Fig. 1: run 1, signal metal coverage by tile
Bar = 50 um. 26 x 26 tiles, from dark blue (low) to red (high), scaled to the fullest tile. Values are wire area over tile area, all layers added.
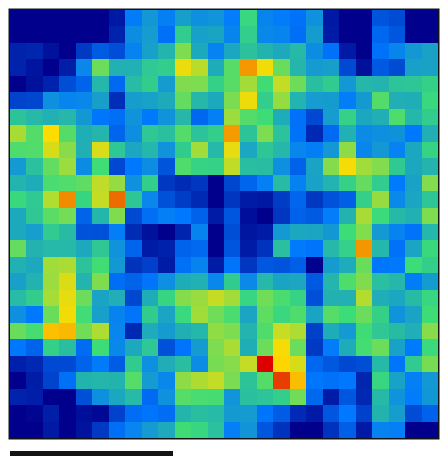
Fig. 2: run 1, track usage over the die
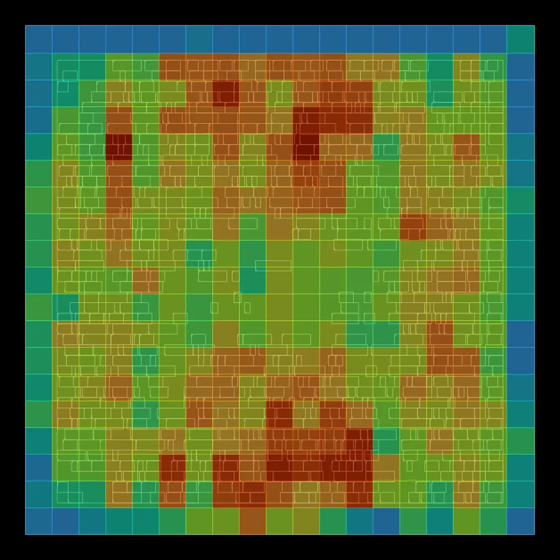
Fig. 3: run 1, cells coloured by class
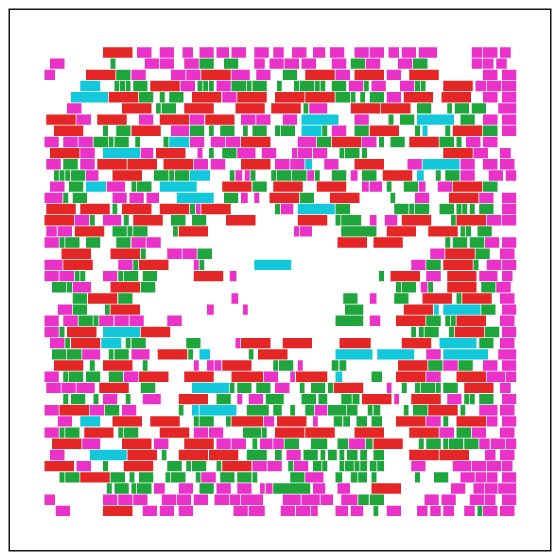
Design ahb_slave_interface, sky130hd; sources not shown.
==> flow_summary.ini, run 1 <==
; physical design summary
[final_timing]
setup_violations = 1
finalWorstSetupSlack_ns = -0.0292
fin_setup_tns_ns = -0.0292

[synthesis]
simple_gate_share_pct = 12.8
ys_sh_aoi_pct = 1.50
yosysWarnings = 0
syn_area_um2 = 5330
ys.flops = 139
top_cells_by_count = dfxtp_1, nor2_1, mux2i_1
fa_ha_area_share_pct = 0.940

[global_routing]
overflow = 0

[worst_setup_path]
critPathTopFamily = flip-flops
path_max_fanout = 2
r2r_setup_slack_ns = 0.07
worst-path-stages = 5
cp_slowest_stage_delay_ns = 0.34

[outcome]
violations = negative setup slack
status = finished with violations

[floorplan]
boundaryPins = 279

[cells_and_area]
layout.cells.most_common = clkdlybuf4s50_1
nClkBuffers = 26
seq_area_um2 = 2790
drive_gt1_share_pct = 12.8
final-nonclk-buf-share_pct = 33.0
largest_cell_class = non-clock buffers

[worst_hold_path]
hold_depth = 3

[power]
ir_drop_mv = 0.602
power_density_nw_per_um2 = 841

[place]
place_congestion = 0.856

[run]
tool_warnings = 31

[cts]
hold_buffers = 0
Back to the opening pictures, Fig. 1:
The fullest tile reaches 0.49. 21% of the tiles are over half the peak. 6.7% of the tiles are nearly empty. The mean over all tiles is 0.17.
via count: 4620
Tot GR Track Use: 20.2%
DRT Wirelength: 17700 um

Back to the opening pictures, Fig. 2:
met3 usage: 9.34%
GR Util met2: 35.5%

Back to the opening pictures, Fig. 3:
Cyan marks clock drivers and dummy loads, cells 32. Red marks flip-flops, cells 139. Green marks all other logic, cells 316. Magenta marks other buffers and delay cells, cells 309.
register share of the cell area: 32.1%
core area: 13100 um^2
Final Cell Area: 8680 um^2
Layout Utilization: 66.1%
# rows: 42

==> run 1: metal layers <==
layer  GRT usage, %  part of all wire, %  up-vias
met5              0                    0        -
met4           7.59                  1.9        0
met3           9.34                  8.7       26
met2           35.5                   50      194
met1           20.6                   39     2167
li1               -                    -     2233
==> run 1: where the power goes <==
group / switching, mW / internal, mW
clock: 1.09 / 1.88
sequential: 0.0883 / 2.81
combinational: 0.880 / 0.549
total: 2.06 / 5.24
==> run 1: tightest hold or removal path, delay by kind of cell <==
| family | cells | cell delay, ns |
|---|---|---|
| multiplexers | 1 | 0.09 |
| AND/OR/NAND/NOR | 1 | 0.08 |
| buffers and inverters | 1 | 0.27 |
==> run 1: timing repair <==
action	4_1_cts	5_1_grt
setup endpoints to repair	19	27
pin swaps	3	0
setup buffers	2	0
gates resized	62	26
--- run 2 (diff from run 1) ---
--- a/config.mk
+++ b/config.mk
@@ -5,6 +5,8 @@
 export SDC_FILE = /design/constraint.sdc
 export NUM_CORES = 1
 export LEC_CHECK = 0
+export ABC_AREA = 1
+export ABC_CLOCK_PERIOD_IN_PS = 2060
 export CAP_MARGIN = 30
 export CORE_MARGIN = 8
 export CORE_UTILIZATION = 40
Fig. 4: run 2, cells coloured by class
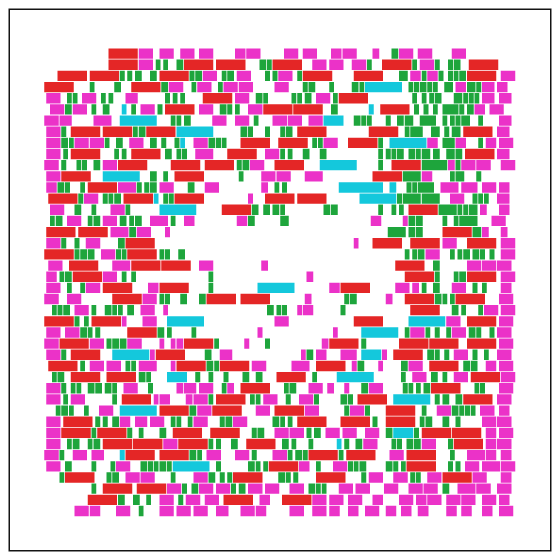
Cyan marks clock drivers and dummy loads, cells 29. Green marks all other logic, cells 475. Magenta marks other buffers and delay cells, cells 323. Red marks flip-flops, cells 139.
register share of the cell area: 32.5%
Layout Utilization: 65.2%

Fig. 5: run 2, track usage over the die
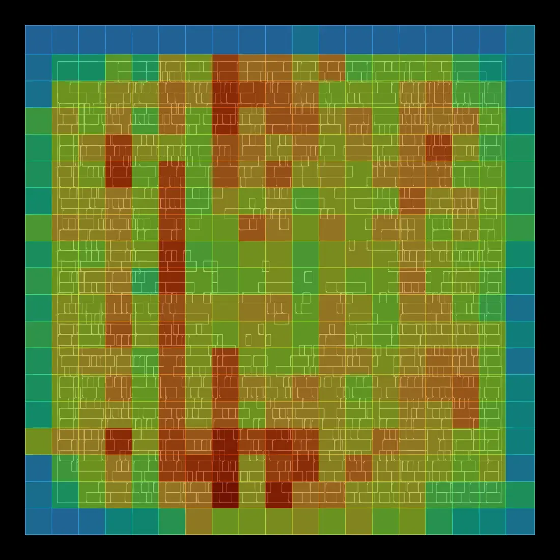
met3 usage: 8.46%
met1 GRT Util: 25.5%
Tot GR Track Use: 22.2%
drt wl/cell: 17.1 um

Fig. 6: run 2, signal metal coverage by tile
Bar = 50 um. 26 x 26 tiles, from dark blue (low) to red (high), scaled to the fullest tile. Values are wire area over tile area, all layers added.
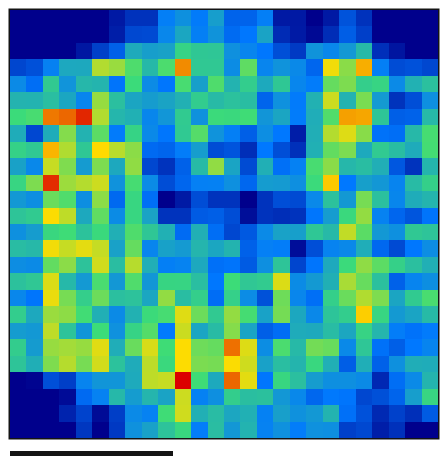
6.7% of the tiles are nearly empty. The fullest tile reaches 0.52. The mean over all tiles is 0.18. 21% of the tiles are over half the peak.
via count: 5470
DRT Wirelength: 19500 um

==> flow_summary.ini, run 2 <==
; physical design summary
[outcome]
status = complete, no violations

[final_timing]
fin_setup_tns_ns = 0
setup_violations = 0

[worst_setup_path]
cp_slowest_stage_delay_ns = 0.84
worst-path-stages = 1
critPathTopFamily = buffers and inverters
r2r_setup_slack_ns = 0.41

[cells_and_area]
stdcell_area_um2 = 8560

[cts]
cts_resized = 50
post_cts_buffers = 0

[synthesis]
fa_ha_area_share_pct = 0.935
simple_gate_share_pct = 22.6
ys.flops = 139
ys_sh_aoi_pct = 13.5
yosysWarnings = 0

[global_routing]
overflow = 0
grt_util_met2_pct = 37.1
top_usage_layer = met2

[power]
power.share.clock_pct = 37.4
pwr-share-seq_pct = 39.4
netSwitchingFraction_pct = 30.6
pg_clk_mw = 2.82
p_int_mw = 5.24
p_sw_mw = 2.31
power-top-group = sequential cells
sequentialPower_mw = 2.98

[routing]
dr_wl_met3_um = 1680
top_layer = met4
met2_length_um = 9260
met1_length_um = 8210

[worst_hold_path]
hold_depth = 4

[floorplan]
core_area_um2 = 13100
boundaryPins = 279

[place]
place_congestion = 0.787
==> run 2: cell count changes after synthesis, moves of 7 or more <==
cell / change
mux2i_1: -130
o21ai_0: +129
nor2_1: +123
nand2_1: +22
inv_1: +16
buf_4: +9
nand4_1: +7
==> run 2: cell families (layout without fill, tap and decap cells) <==
logic type                 count (synthesis)  count (layout)
buffers and inverters                    100             374
other                                      1               2
DFF                                      139             139
adders and majority gates                  4               4
xor gates and xnor gates                   2               2
AOI/OAI and AO/OA                        143             143
and+or+nand+nor                          303             303
==> run 2: area by class of cell <==
class                      instances  area (um^2)
timing repair buffer             246         2450
sequential                       139         2780
fill                            1183         4570
clock inverter                     2         35.0
clock buffer                      27          503
antenna                            1         2.50
inverter                          22         82.6
buffer                            77          472
multi-input combinational        453         2020
tap                              176          220
No activity file was given, so power comes from the tool's default toggle rates.
